### config.mk
export PLATFORM = sky130hd
export DESIGN_NAME = regs_wb
export DESIGN_NICKNAME = d
export VERILOG_FILES = /design/src/rtl/regs_wb_pkg.sv /design/src/rtl/regs_wb_buf.sv /design/src/rtl/regs_wb.sv
export SDC_FILE = /design/constraint.sdc
export NUM_CORES = 2
export LEC_CHECK = 0
export CAP_MARGIN = 5
export CORE_UTILIZATION = 45
export DETAILED_ROUTE_END_ITERATION = 8
export DONT_BUFFER_PORTS = 1
export PLACE_DENSITY_LB_ADDON = 0.05
export SLEW_MARGIN = 20
export SYNTH_ARGS = -nofsm -noshare
export SYNTH_HDL_FRONTEND = slang
export SYNTH_SLANG_ARGS = --single-unit
### constraint.sdc
create_clock -name clk_i -period 37.2 [get_ports clk_i]
set_input_delay 3.72 -clock clk_i [delete_from_list [all_inputs] [get_ports clk_i]]
set_output_delay 3.72 -clock clk_i [all_outputs]
set_load 0.02 [all_outputs]
### src/rtl/regs_wb_pkg.sv
// ============================================================================
// regs_wb_pkg : shared constants and types for the regs_wb write-back slice
// Rev 1.0
// ============================================================================
`default_nettype none

package regs_wb_pkg;

   localparam int REGS_DATA_WIDTH = 32;
   localparam int REGS_ADDR_WIDTH = 5;
   localparam int REGS_NUM        = 32;
   localparam logic [REGS_ADDR_WIDTH-1:0] REGS_ZERO_REG  = 5'd0;
   localparam logic                       WRITE_ENABLE   = 1'b1;
   localparam logic                       WRITE_DISABLE  = 1'b0;

   typedef enum logic [0:0] {
      WB_EMPTY = 1'b0,
      WB_PEND  = 1'b1
   } wb_state_e;

endpackage

`default_nettype wire

### src/rtl/regs_wb_buf.sv
// ============================================================================
// regs_wb_buf : one-entry write-back holding register (capture/commit/ready)
// Rev 1.0
// ============================================================================
`default_nettype none

module regs_wb_buf
   import regs_wb_pkg::*;
#(
   parameter int DATA_W = REGS_DATA_WIDTH,
   parameter int ADDR_W = REGS_ADDR_WIDTH
) (
   input  logic              clk_i,
   input  logic              rst_i,
   input  logic              we_i,
   input  logic [ADDR_W-1:0] waddr_i,
   input  logic [DATA_W-1:0] wdata_i,
   input  logic              dbg_we_i,
   output logic              wb_ready_o,
   output logic              commit_o,
   output logic              wb_valid_o,
   output logic [ADDR_W-1:0] wb_addr_o,
   output logic [DATA_W-1:0] wb_data_o
);

   wb_state_e         state_q;
   logic [ADDR_W-1:0] addr_q;
   logic [DATA_W-1:0] data_q;
   logic              capture;

   assign wb_valid_o = (state_q == WB_PEND);
   // A debug write owns the array port, so a pending entry must wait.
   assign commit_o   = wb_valid_o & ~dbg_we_i;
   assign wb_ready_o = ~rst_i & (~wb_valid_o | commit_o);
   assign capture    = we_i & wb_ready_o & (waddr_i != {ADDR_W{1'b0}});
   assign wb_addr_o  = addr_q;
   assign wb_data_o  = data_q;

   always_ff @(posedge clk_i or posedge rst_i) begin
      if (rst_i) begin
         state_q <= WB_EMPTY;
         addr_q  <= '0;
         data_q  <= '0;
      end else if (capture) begin
         state_q <= WB_PEND;
         addr_q  <= waddr_i;
         data_q  <= wdata_i;
      end else if (commit_o) begin
         state_q <= WB_EMPTY;
      end
   end

endmodule

`default_nettype wire

### src/rtl/regs_wb.sv
// ============================================================================
// regs_wb : 32x32 integer register file with buffered write-back and debug port
// Optional read bypass of the pending entry: REGS_WB_BYPASS_EN.  Rev 1.0
// ============================================================================
`default_nettype none

module regs_wb
   import regs_wb_pkg::*;
#(
   parameter int DATA_W  = REGS_DATA_WIDTH,
   parameter int ADDR_W  = REGS_ADDR_WIDTH,
   parameter int REG_NUM = REGS_NUM
) (
   input  logic              clk_i,
   input  logic              rst_i,
   input  logic              we_i,
   input  logic [ADDR_W-1:0] waddr_i,
   input  logic [DATA_W-1:0] wdata_i,
   output logic              wb_ready_o,
   input  logic [ADDR_W-1:0] raddr1_i,
   output logic [DATA_W-1:0] rdata1_o,
   input  logic [ADDR_W-1:0] raddr2_i,
   output logic [DATA_W-1:0] rdata2_o,
   input  logic              dbg_we_i,
   input  logic [ADDR_W-1:0] dbg_addr_i,
   input  logic [DATA_W-1:0] dbg_wdata_i,
   output logic [DATA_W-1:0] dbg_rdata_o
);

   logic [DATA_W-1:0] regs_q [REG_NUM];
   logic              commit;
   logic              wb_valid;
   logic [ADDR_W-1:0] wb_addr;
   logic [DATA_W-1:0] wb_data;
   logic              wr_en_d;
   logic [ADDR_W-1:0] wr_addr_d;
   logic [DATA_W-1:0] wr_data_d;

   regs_wb_buf #(
      .DATA_W (DATA_W),
      .ADDR_W (ADDR_W)
   ) u_buf (
      .clk_i      (clk_i),
      .rst_i      (rst_i),
      .we_i       (we_i),
      .waddr_i    (waddr_i),
      .wdata_i    (wdata_i),
      .dbg_we_i   (dbg_we_i),
      .wb_ready_o (wb_ready_o),
      .commit_o   (commit),
      .wb_valid_o (wb_valid),
      .wb_addr_o  (wb_addr),
      .wb_data_o  (wb_data)
   );

   // Single array write port: debug first, core entry otherwise; x0 is never written.
   always_comb begin
      wr_en_d   = WRITE_DISABLE;
      wr_addr_d = wb_addr;
      wr_data_d = wb_data;
      if (dbg_we_i) begin
         wr_en_d   = (dbg_addr_i != REGS_ZERO_REG);
         wr_addr_d = dbg_addr_i;
         wr_data_d = dbg_wdata_i;
      end else if (commit) begin
         wr_en_d   = WRITE_ENABLE;
      end
   end

   always_ff @(posedge clk_i or posedge rst_i) begin
      if (rst_i) begin
         for (int i = 0; i < REG_NUM; i++) regs_q[i] <= '0;
      end else if (wr_en_d) begin
         regs_q[wr_addr_d] <= wr_data_d;
      end
   end

   function automatic logic [DATA_W-1:0] read_port(input logic [ADDR_W-1:0] a);
      if (a == REGS_ZERO_REG) return '0;
`ifdef REGS_WB_BYPASS_EN
      if (wb_valid && (a == wb_addr)) return wb_data;
`endif
      return regs_q[a];
   endfunction

   always_comb begin
      rdata1_o    = read_port(raddr1_i);
      rdata2_o    = read_port(raddr2_i);
      dbg_rdata_o = (dbg_addr_i == REGS_ZERO_REG) ? '0 : regs_q[dbg_addr_i];
   end

`ifndef REGS_WB_BYPASS_EN
   logic unused_valid;
   assign unused_valid = wb_valid;
`endif

endmodule

`default_nettype wire

==> results_dict.tcl <==
# collected from the flow reports
set metrics [dict create \
    comb_area_um2 36900 \
    ctsHoldBuffers 0 \
    setup_viol 0 \
    syn-num-nets 5244 \
    p_sw_mw 1.77 \
    place_congestion 0.817 \
    yosysCellCount 5156 \
    p_leak_nw 29.5 \
    lay_top_cells "dfrtp_1 (1062), mux4_2 (609), a21oi_1 (384), mux2_2 (376), nor2_1 (355)" \
    fin_nets 4964 \
    syn_inst 5156 \
    diodes 1 \
    slowest_delay_ns 0.99 \
    edf_count 0 \
    post-place-ws_ns 26.55 \
    clockNetworkAreaShare 0.0613 \
    crit_type "in -> out" \
    ios 185 \
    maxSlewViolCount 28 \
    post-synth-top-count-cell "dfrtp_1" \
    worst_slew_pin_slew_ns 1.53 \
    cts_resized 0 \
    top_area_frac 0.404 \
    use_met2 0.525 \
    cp-startpoint "raddr2_i[0]" \
    grt_use_met1 0.507 \
    seq_area_um2 26600 \
    layout.cells.most_common "dfrtp_1" \
    startpoint_type "input port" \
    drive_above_1_share 0.343 \
    grt_usage 0.351 \
    async_reset_ff_frac 1.00 \
    ir_worst_vdd_v 0.0000450 \
    buffer_area_frac 0.0145 \
    syn_avg_cell_area_um2 12.8 \
    dr_total_vias 48100 \
    yosysWarnings 0 \
    critical_path_required_ns 33.48 \
    hold_class "reg -> reg" \
    drt_pre_antenna_iters 5 \
    multi_input_comb_cells 3542 \
    synthToLayoutAreaGrowth_pct 8.39 \
    period_needed_ns 10.88 \
    slew_headroom -0.0194 \
    grt_max_degree 357 \
    hold_viol_final 0 \
    grt_pass1_vias 47400 \
    yosys_area_um2 65800 \
    switching_share 0.331 \
    violations "max-slew violations" \
    taps 1903 \
    drtIter0Drc 5931 \
    postCtsSetupBuffers 0 \
    setup_ws_ns 26.32 \
    wl_met1_um 110000 \
    postPlaceCellArea_um2 66900 \
    num-clock-buffers 200 \
    yosysTopAreaCell "dfrtp_1" \
    sh_comb_area 0.518 \
    fp.dieH_um 384 \
    top_cells_by_count "dfrtp_1 (1062), mux4_2 (609), a21oi_1 (384), mux2_2 (376), nor2_1 (364)" \
    wl_met2_um 116000 \
    maxCapViolations 0 \
    rsz0062_at_grt "no" \
    finalClockPeriodUsage 0.292 \
    grt_pass1_wl_um 368000 \
    top_power_group "sequential cells" \
    warnings 54 \
    max_freq_mhz 91.9 \
    critPathCaptureType "primary output" \
    r2r-start "u_buf.wb_addr_o[4]$_DFFE_PP0P_" \
    status "finished, violations left" \
    syn_area_um2 65800 \
    die_w_um 384 \
]
[cells by family (layout without fill, tap and decap cells)]
| group | count (synthesis) | in the layout | synth area share |
|---|---|---|---|
| buf+inv | 552 | 372 | 0.0404 |
| compound gates | 1064 | 1064 | 0.103 |
| other cells | 0 | 1 | 0 |
| mux | 1638 | 1638 | 0.395 |
| flops | 1062 | 1062 | 0.404 |
| simple gates | 840 | 840 | 0.0573 |
[through the flow]
step           instances  utilization  total power [mW]
3_3_place_gp        6646        0.463              3.96
5_1_grt             6879        0.494              5.61
6_report            6880        0.494              5.34
4_1_cts             6879        0.494              5.33
3_5_place_dp        6646        0.463              4.00
2_1_floorplan       5156            -              3.56
[worst max-delay path, delay by kind of cell]
| family | cells | cell delay (ns) |
|---|---|---|
| buffers and inverters | 3 | 1.10 |
| AOI/OAI and AO/OA | 2 | 1.15 |
| and+or+nand+nor | 1 | 0.99 |
[worst paths after layout]
| path | end | slack, ns | cells past startpoint |
|---|---|---|---|
| worst max-delay path | rdata2_o[16] | 26.32 | 6 |
| worst min-delay path | regs_q[963]$_DFFE_PP0P_ | 0.52 | 2 |
| worst max register to register | regs_q[703]$_DFFE_PP0P_ | 33.58 | 5 |
| worst min register to register | regs_q[963]$_DFFE_PP0P_ | 0.52 | 2 |
| max in group asynchronous | u_buf.wb_data_o[13]$_DFFE_PP0P_ | 30.12 | 5 |
| min in group asynchronous | u_buf.wb_addr_o[2]$_DFFE_PP0P_ | 2.92 | 1 |
[state kept, by name, summed over array words and instances (netlist names)]
name              flops
regs_q             1024
u_buf.wb_addr_o       5
u_buf.wb_data_o      32
u_buf.wb_valid_o      1
Routed clock nets over the placement:
Bar = 100 um.
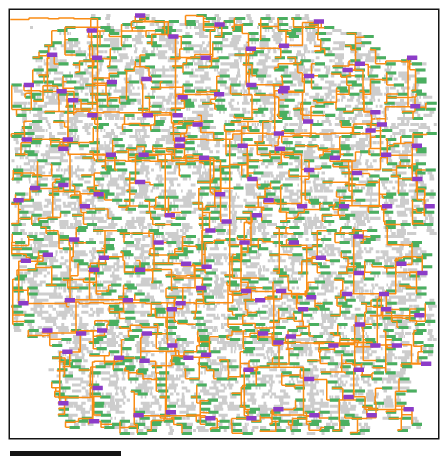
- purple: clock-net drivers (count 131)
- orange: clock wires (length 16200 um)
- green: flip-flops (count 1062)
- flops lie: all over the die
- routed clock nets: 132
Final Skew: 0.0182 ns
Clk pwr share: 0.246
clock latency on the worst-skew pair: 0.77 ns
clock-net power: 1.32 mW

Cell classes on the final placement:
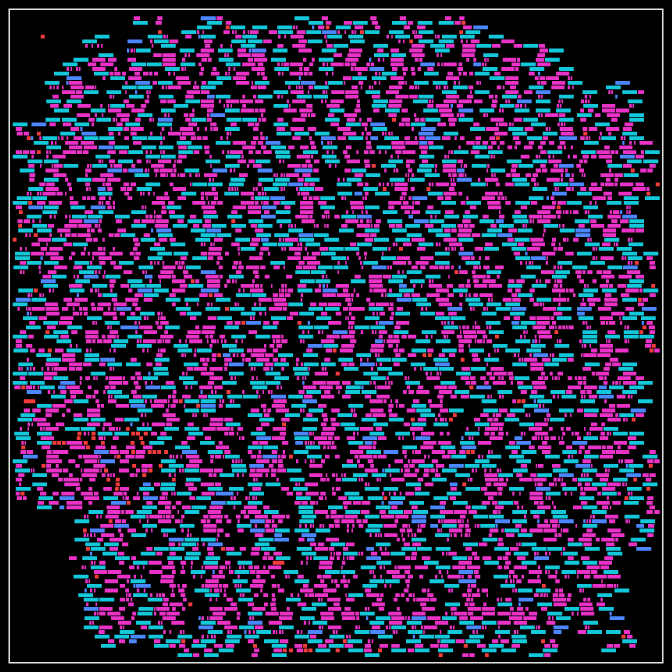
- blue: clock drivers and dummy loads (cells 233; share of their area 6.3%)
- red: remaining buffers and delay cells (cells 134; share of their area 1.5%)
- cyan: registers (cells 1062; share of their area 39%)
- magenta: remaining logic cells (cells 3547; share of their area 54%)
FP Rows: 139
sequential share of cell area: 0.373
design area: 71300 um2
fin util: 0.494

Clock wiring as the flow saved it:
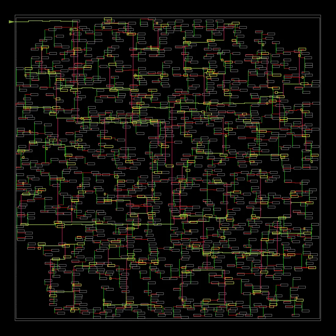
TritonCTS buffer count: 131
flip-flop and latch count: 1062
CTS sink cnt: 1062

Sequential cells coloured by netlist name:
Other sequential cells in the stronger grey, the rest of the logic in the fainter grey.
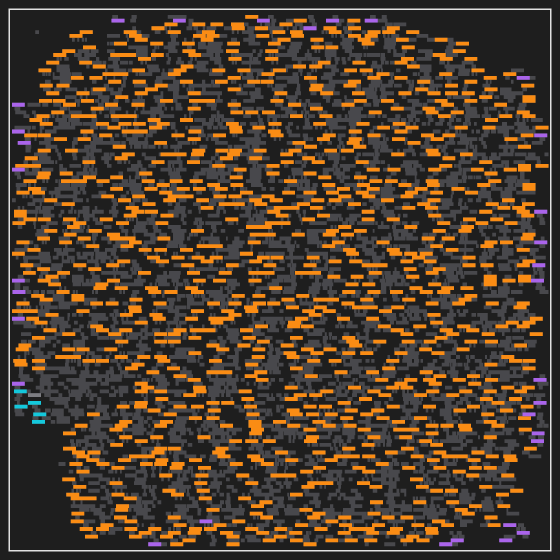
- purple: `u_buf.wb_data_o` (sequential cells 32; where all over the die)
- cyan: `u_buf.wb_addr_o` (sequential cells 5; where lower left)
- orange: `regs_q` (sequential cells 1024; where all over the die)
- not coloured: 1

Power figures rest on the tool's default switching activity, not on a simulated workload.
